$ cat config.mk
export PLATFORM = sky130hd
export DESIGN_NAME = debounce_bank
export DESIGN_NICKNAME = d
export VERILOG_FILES = /design/src/rtl/debounce_bank.sv
export SDC_FILE = /design/constraint.sdc
export NUM_CORES = 1
export LEC_CHECK = 0
export CORE_UTILIZATION = 62
export CTS_BUF_LIST = sky130_fd_sc_hd__clkbuf_4
export DETAILED_ROUTE_END_ITERATION = 16
export MAX_ROUTING_LAYER = met4
export PLACE_DENSITY_LB_ADDON = 0.1
export SYNTH_ARGS = -nofsm -noshare
export SYNTH_HDL_FRONTEND = slang
export SYNTH_SLANG_ARGS = --single-unit
$ cat constraint.sdc
create_clock -name clock -period 3.3 [get_ports clock]
set_clock_uncertainty 0.1 [all_clocks]
set_input_delay 0.495 -clock clock [delete_from_list [all_inputs] [get_ports clock]]
set_output_delay 0.495 -clock clock [all_outputs]
set_load 0.005 [all_outputs]
$ cat src/rtl/debounce_bank.sv
// Multi-channel input debouncer: synchronises each raw input, requires it to stay
// stable for TIMER_INIT cycles before updating dataOut, and reports edges and sticky change flags.
module debounce_bank #(
    parameter int                     CHANNELS    = 8,
    parameter int                     TIMER_WIDTH = 16,
    parameter logic [TIMER_WIDTH-1:0] TIMER_INIT  = 16'd50000,
    parameter int                     SYNC_STAGES = 2,
    parameter logic [CHANNELS-1:0]    RESET_VALUE = '0
) (
    input  logic                clock,
    input  logic                reset,
    input  logic [CHANNELS-1:0] dataIn,
    output logic [CHANNELS-1:0] dataOut,
    output logic [CHANNELS-1:0] risePulse,
    output logic [CHANNELS-1:0] fallPulse,
    output logic [CHANNELS-1:0] changedMask,
    input  logic                ack,
    output logic                irq
);

    logic [CHANNELS-1:0]    sync_q [SYNC_STAGES];
    logic [CHANNELS-1:0]    s;
    logic [CHANNELS-1:0]    p;
    logic [TIMER_WIDTH-1:0] timer [CHANNELS];
    logic [CHANNELS-1:0]    reload;
    logic [CHANNELS-1:0]    transfer;

    always_ff @(posedge clock) begin
        if (reset) begin
            for (int k = 0; k < SYNC_STAGES; k++) begin
                sync_q[k] <= RESET_VALUE;
            end
        end else begin
            sync_q[0] <= dataIn;
            for (int k = 1; k < SYNC_STAGES; k++) begin
                sync_q[k] <= sync_q[k-1];
            end
        end
    end

    assign s = sync_q[SYNC_STAGES-1];

    // A channel transfers on the expiry edge even if a fresh toggle reloads its timer there.
    always_comb begin
        reload   = '0;
        transfer = '0;
        for (int i = 0; i < CHANNELS; i++) begin
            reload[i]   = (s[i] != p[i]);
            transfer[i] = (timer[i] == '0) && (p[i] != dataOut[i]);
        end
    end

    always_ff @(posedge clock) begin
        if (reset) begin
            p           <= RESET_VALUE;
            dataOut     <= RESET_VALUE;
            risePulse   <= '0;
            fallPulse   <= '0;
            changedMask <= '0;
            for (int i = 0; i < CHANNELS; i++) begin
                timer[i] <= TIMER_INIT;
            end
        end else begin
            p           <= s;
            dataOut     <= (dataOut & ~transfer) | (p & transfer);
            risePulse   <= transfer & p;
            fallPulse   <= transfer & ~p;
            changedMask <= (ack ? '0 : changedMask) | transfer;
            for (int i = 0; i < CHANNELS; i++) begin
                if (reload[i]) begin
                    timer[i] <= TIMER_INIT;
                end else if (timer[i] != '0) begin
                    timer[i] <= timer[i] - TIMER_WIDTH'(1);
                end
            end
        end
    end

    assign irq = |changedMask;

endmodule

==> run_1/congestion.png <==
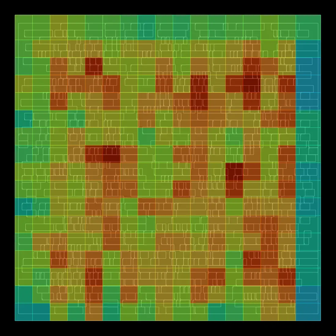
grt met2 use: 39.3%
met3 usage: 4.62%
gr usage total: 25.1%

==> run_1/io_fan.png <==
Scale bar: 20 µm.
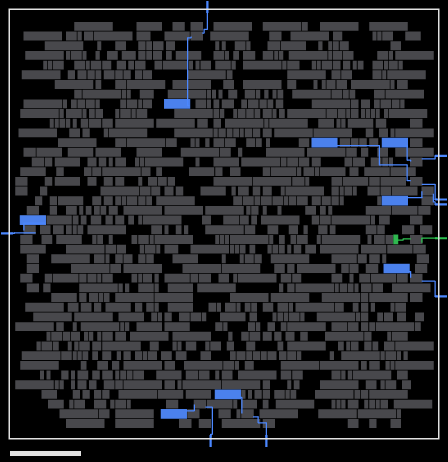
risePulse -> blue  # direction output, edge 4 right, 2 bottom, 1 left, 1 top, end cells 8, buffers 8, wire 141 µm
irq -> green  # direction output, edge right, end cells 1, buffers 1, wire 9.80 µm

==> run_1/placement_by_type.png <==
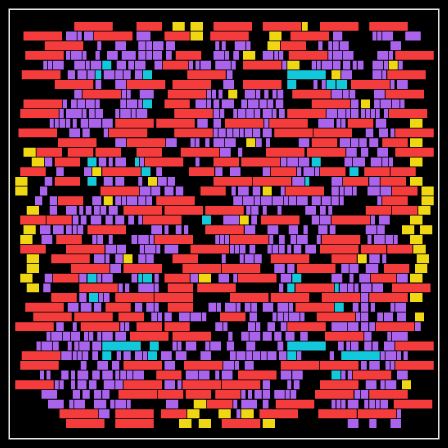
flops -> red  # cells 184, share of their area 52%
clock drivers and dummy loads -> cyan  # cells 32, share of their area 3.3%
other buffers and delay cells -> yellow  # cells 57, share of their area 5.6%
combinational and other logic -> purple  # cells 597, share of their area 39%

==> flow_summary.yaml, run 1 <==
# yosys + openroad results
final_timing:
  report.final.slew_viol_count: 0
  period_minus_slack_ns: 3.03
  tightest_slew_ns: 0.812
  fin_ws_ns: 0.271
  hold_ws_ns: 0.365
  fin_tns_setup_ns: 0
  setup_viol: 0
setup_path:
  crit_end: "timer[1][30]"
  max_stage_delay_ns: 0.67
  crit_type: "reg2reg"
  path_cells: "inv_1, ha_1, or4b_2, or2_4, or3_4, nand2b_1"
  worstPathArrival_ns: 3.09
  cp-end-kind: "register"
  r2r_start: "timer[1][16]"
  reg2reg_to: "timer[1][30]"
synth:
  ys_cells: 791
  ys_async_sr_fraction_pct: 0
  syn_avg_cell_area_um2: 10.9
  synth_top_flop_cell: "edfxtp_1"
  top_area_cell: "edfxtp_1"
  edf_count: 128
  synth_top_cell_by_count: "edfxtp_1"
  yosys-top-cells-area: "edfxtp_1 44%, dfxtp_1 13%, xor2_1 5.7%"
  syn_area_mm2: 0.00866
die:
  ioPinCount: 44
  nWellTaps: 176
  fp_util_pct: 64.4
  die_y_um: 120
  core-area_mm2: 0.0135
  dieArea_mm2: 0.0144
finish:
  antenna_cells: 1
  layout.cells.most_common: "edfxtp_1"
  syn2layout_area_growth_pct: 11.8
  logic_area_mm2: 0.00359
  final_nets: 877
  regArea_mm2: 0.00496
  clkbuf_count: 21
  fillerInstances: 1001
  buffers: 57
  finalNonFillerCells: 1047
  final_layout_top_logic_cells: "128 x edfxtp_1, 114 x nor2_1, 68 x nand2_1"
  dominant-cell-class: "flip-flops and latches"
cts:
  clock-sinks: 184
  cts-buffers-inserted: 17
  cts.clk_slew.worst_paths_ns: 0.14
  clock_path_buffers: 2
  cts_setup_buffers: 0
  cts_hold_buf: 0
hold_path:
  worstHoldPathType: "reg2reg"
  hold_depth: 1
placed_design:
  dp_cells: 1014
  routabilityCongestion: 0.862
  place_ws_ns: 0.283
grt:
  grt.overflow.total: 0
  gr-max-usage-layer: "met2"
  grt_util_met1_pct: 32.8
  grt_pass1_vias: 5829
power:
  finalPower_uw: 4530
  pg_clk_uw: 1340
  p_sw_uw: 1110
routing:
  routed_wl_mm: 16.5
  dr_wl_met2_mm: 7.86
  drtAntennaViolNets: 0
  wl_per_cell_um: 15.8
  met1_length_mm: 7.55
status:
  outcome: "completed"
[run 1: kinds of logic (layout without fill, tap and decap cells)]
logic type / count (synthesis) / count (layout) / synth area share, %
fa+ha+maj: 9 / 9 / 1.30
flops: 184 / 184 / 57.3
xor+xnor: 100 / 100 / 10.1
simple gates: 411 / 411 / 25.4
other cells: 0 / 1 / 0
compound gates: 53 / 53 / 3.96
mux: 6 / 6 / 0.693
buf+inv: 28 / 107 / 1.24
[run 1: flip-flops by register name (all words and copies together), names as in the netlist, named ones only]
name / flops
timer: 128
sync_q: 16
changedMask: 8
fallPulse: 8
p: 8
risePulse: 8
[run 1: worst max-delay path, delay by kind of cell (launching register included)]
family,cells,cell delay [ns]
simple gates,4,1.84
buf+inv,1,0.08
fa+ha+maj,1,0.17
flops,1,0.43
==> run 2, diff against run 1 <==
--- a/config.mk
+++ b/config.mk
@@ -10,6 +10,7 @@
 export DETAILED_ROUTE_END_ITERATION = 16
 export MAX_ROUTING_LAYER = met4
 export PLACE_DENSITY_LB_ADDON = 0.1
+export SKIP_LAST_GASP = 1
 export SYNTH_ARGS = -nofsm -noshare
 export SYNTH_HDL_FRONTEND = slang
 export SYNTH_SLANG_ARGS = --single-unit
==> run_2/power_grid.png <==
Scale bar: 20 µm. Pins as bars on the die edge.
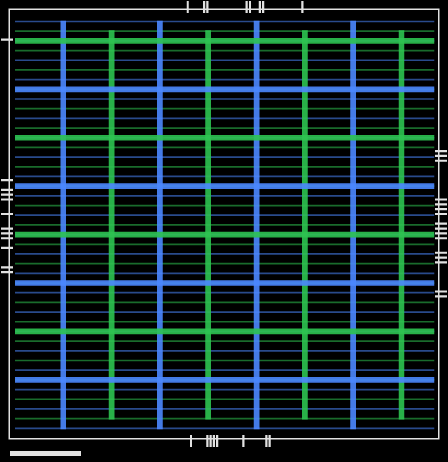
VDD -> green
VSS -> blue
met1 rails = 43
rows = 42

==> flow_summary.yaml, run 2 <==
# yosys + openroad results
status:
  outcome: "completed"
synth:
  synth_cell_type_count: 42
  synth_cells: 791
  yosysSeqAreaShare_pct: 57.3
  xor_share_pct: 10.1
  ys_async_sr_fraction_pct: 0
  numSynthFlops: 184
  edf_count: 128
  ys_area_mm2: 0.00866
  synthMuxAreaShare_pct: 0.693
  syn_avg_cell_area_um2: 10.9
  top_area_cell: "edfxtp_1"
  top_cells_by_count: "128 x edfxtp_1, 114 x nor2_1, 68 x nand2_1, 56 x dfxtp_1, 56 x xor2_1"
  top_logic_kind: "simple AND/OR/NAND/NOR gates"
  simple_gate_share_pct: 25.4
  synth_top_flop_cell: "edfxtp_1"
  top_cell_area_share_pct: 44.4
  yosys-top-cells-area: "edfxtp_1 44%, dfxtp_1 13%, xor2_1 5.7%"
  synth_top_cell_by_count: "edfxtp_1"
  ys_sh_aoi_pct: 3.96
  yosys.area_share.adder_pct: 1.30
  ys_cells: 791
  syn_area_mm2: 0.00866
grt:
  gr-max-usage-layer: "met2"
  grt_util_met1_pct: 32.8
  grt_usage_pct: 25.1
  grt_max_degree: 38
  grt_pass1_vias: 5829
  use_met2_pct: 39.3
  antenna_found_initial: 1
  grt.overflow.total: 0
  grt_pass1_wl_mm: 27.8
  grtUsageMet3_pct: 4.62
hold_path:
  hold_depth: 1
  worstHoldPathType: "reg2reg"
  whs_endpoint: "sync_q[0][15]"
  min_from: "sync_q[0][7]"
routing:
  routed_wl_mm: 16.5
  wl_per_cell_um: 15.8
  vias_per_cell: 5.88
  dr_wl_met3_um: 769
  dr_wl_met2_mm: 7.86
  vias: 6156
  top_layer: "met4"
  drtAntennaViolNets: 0
  dr.pass1.iters: 5
  met1_length_mm: 7.55
  remaining_drc_errors: 0
power:
  share_comb_of_total_power_pct: 10.5
  p_sw_share_pct: 24.6
  pwr_density_cell_mw_per_mm2: 468
  p_sw_uw: 1110
  pg_clk_uw: 1340
  powerComb_uw: 477
  leakagePower_uw: 0.00326
  maxPowerGroup: "registers"
  power_frac_clock_pct: 29.6
  p_seq_share_pct: 59.9
  intPower_uw: 3420
  finalPower_uw: 4530
die:
  core-area_mm2: 0.0135
  ioPinCount: 44
  fp_util_pct: 64.4
  dieArea_mm2: 0.0144
  die_y_um: 120
  nWellTaps: 176
cts:
  clock-sinks: 184
  cts_setup_buffers: 0
  cts-root-buf: "clkbuf_4"
  tritoncts: "done"
  clock_path_buffers: 2
  clkLatencyLatePin_ns: 0.56
  cts_resized: 0
  cts-buffers-inserted: 17
  cts.clk_slew.worst_paths_ns: 0.14
  cts_hold_buf: 0
final_timing:
  hold_viol: 0
  slew_headroom_pct: 45.4
  fin_ws_ns: 0.271
  max_freq_ghz: 0.330
  setup_viol: 0
  fin_tns_setup_ns: 0
  period_minus_slack_ns: 3.03
  tightest_slew_ns: 0.812
  report.final.slew_viol_count: 0
setup_path:
  path_max_fanout: 16
  r2r_start: "timer[1][16]"
  critical_path_required_ns: 3.36
  crit_end: "timer[1][30]"
  reg2reg_to: "timer[1][30]"
  crit_type: "reg2reg"
  worstPathArrival_ns: 3.09
  cp-end-kind: "register"
  start_kind: "register"
finish:
  reg_top3: "timer (128), sync_q (16)"
  buffers: 57
  final_nets: 877
  buf_share_pct: 5.48
  regMostFlops: "timer"
  inverters: 18
  comb_share_pct: 37.0
  regArea_mm2: 0.00496
  largest_reg_flops: 128
  clk_share_pct: 3.23
  fillerInstances: 1001
  antenna_cells: 1
  final_layout_top_logic_cells: "128 x edfxtp_1, 114 x nor2_1, 68 x nand2_1"
  dominant-cell-class: "flip-flops and latches"
  logic_area_mm2: 0.00359
  seq_share_pct: 51.3
  flops: 184
  layout.cells.most_common: "edfxtp_1"
  clkbuf_count: 21
  syn2layout_area_growth_pct: 11.8
placed_design:
  place_ws_ns: 0.283
  dpl_cell_area_mm2: 0.00937
  hpwl_mm: 11.4
  routabilityCongestion: 0.862
job:
  drv_cap: 0
  warnings: 27
## run 2: cell counts in the layout (fill, tap and decap cells not counted)
Identical to the previous run, type by type.
## run 2: worst max-delay path, cell delays in order (launching register included)
cell	delay (ns)
edfxtp_1	0.43
inv_1	0.08
ha_1	0.17
or4b_2	0.67
or2_4	0.29
or3_4	0.38
nand2b_1	0.50
## run 2: metrics by stage
step / std cells / util [%] / hold WS (ns)
3_5_place_dp: 1014 / 69.7 / 0.332
6_report: 1047 / 72.0 / 0.365
5_1_grt: 1047 / 72.0 / 0.314
3_3_place_gp: 1014 / 69.7 / 0.317
4_1_cts: 1046 / 72.0 / 0.315
2_1_floorplan: 791 / - / 0.314
Power figures rest on the tool's default switching activity, not on a simulated workload.
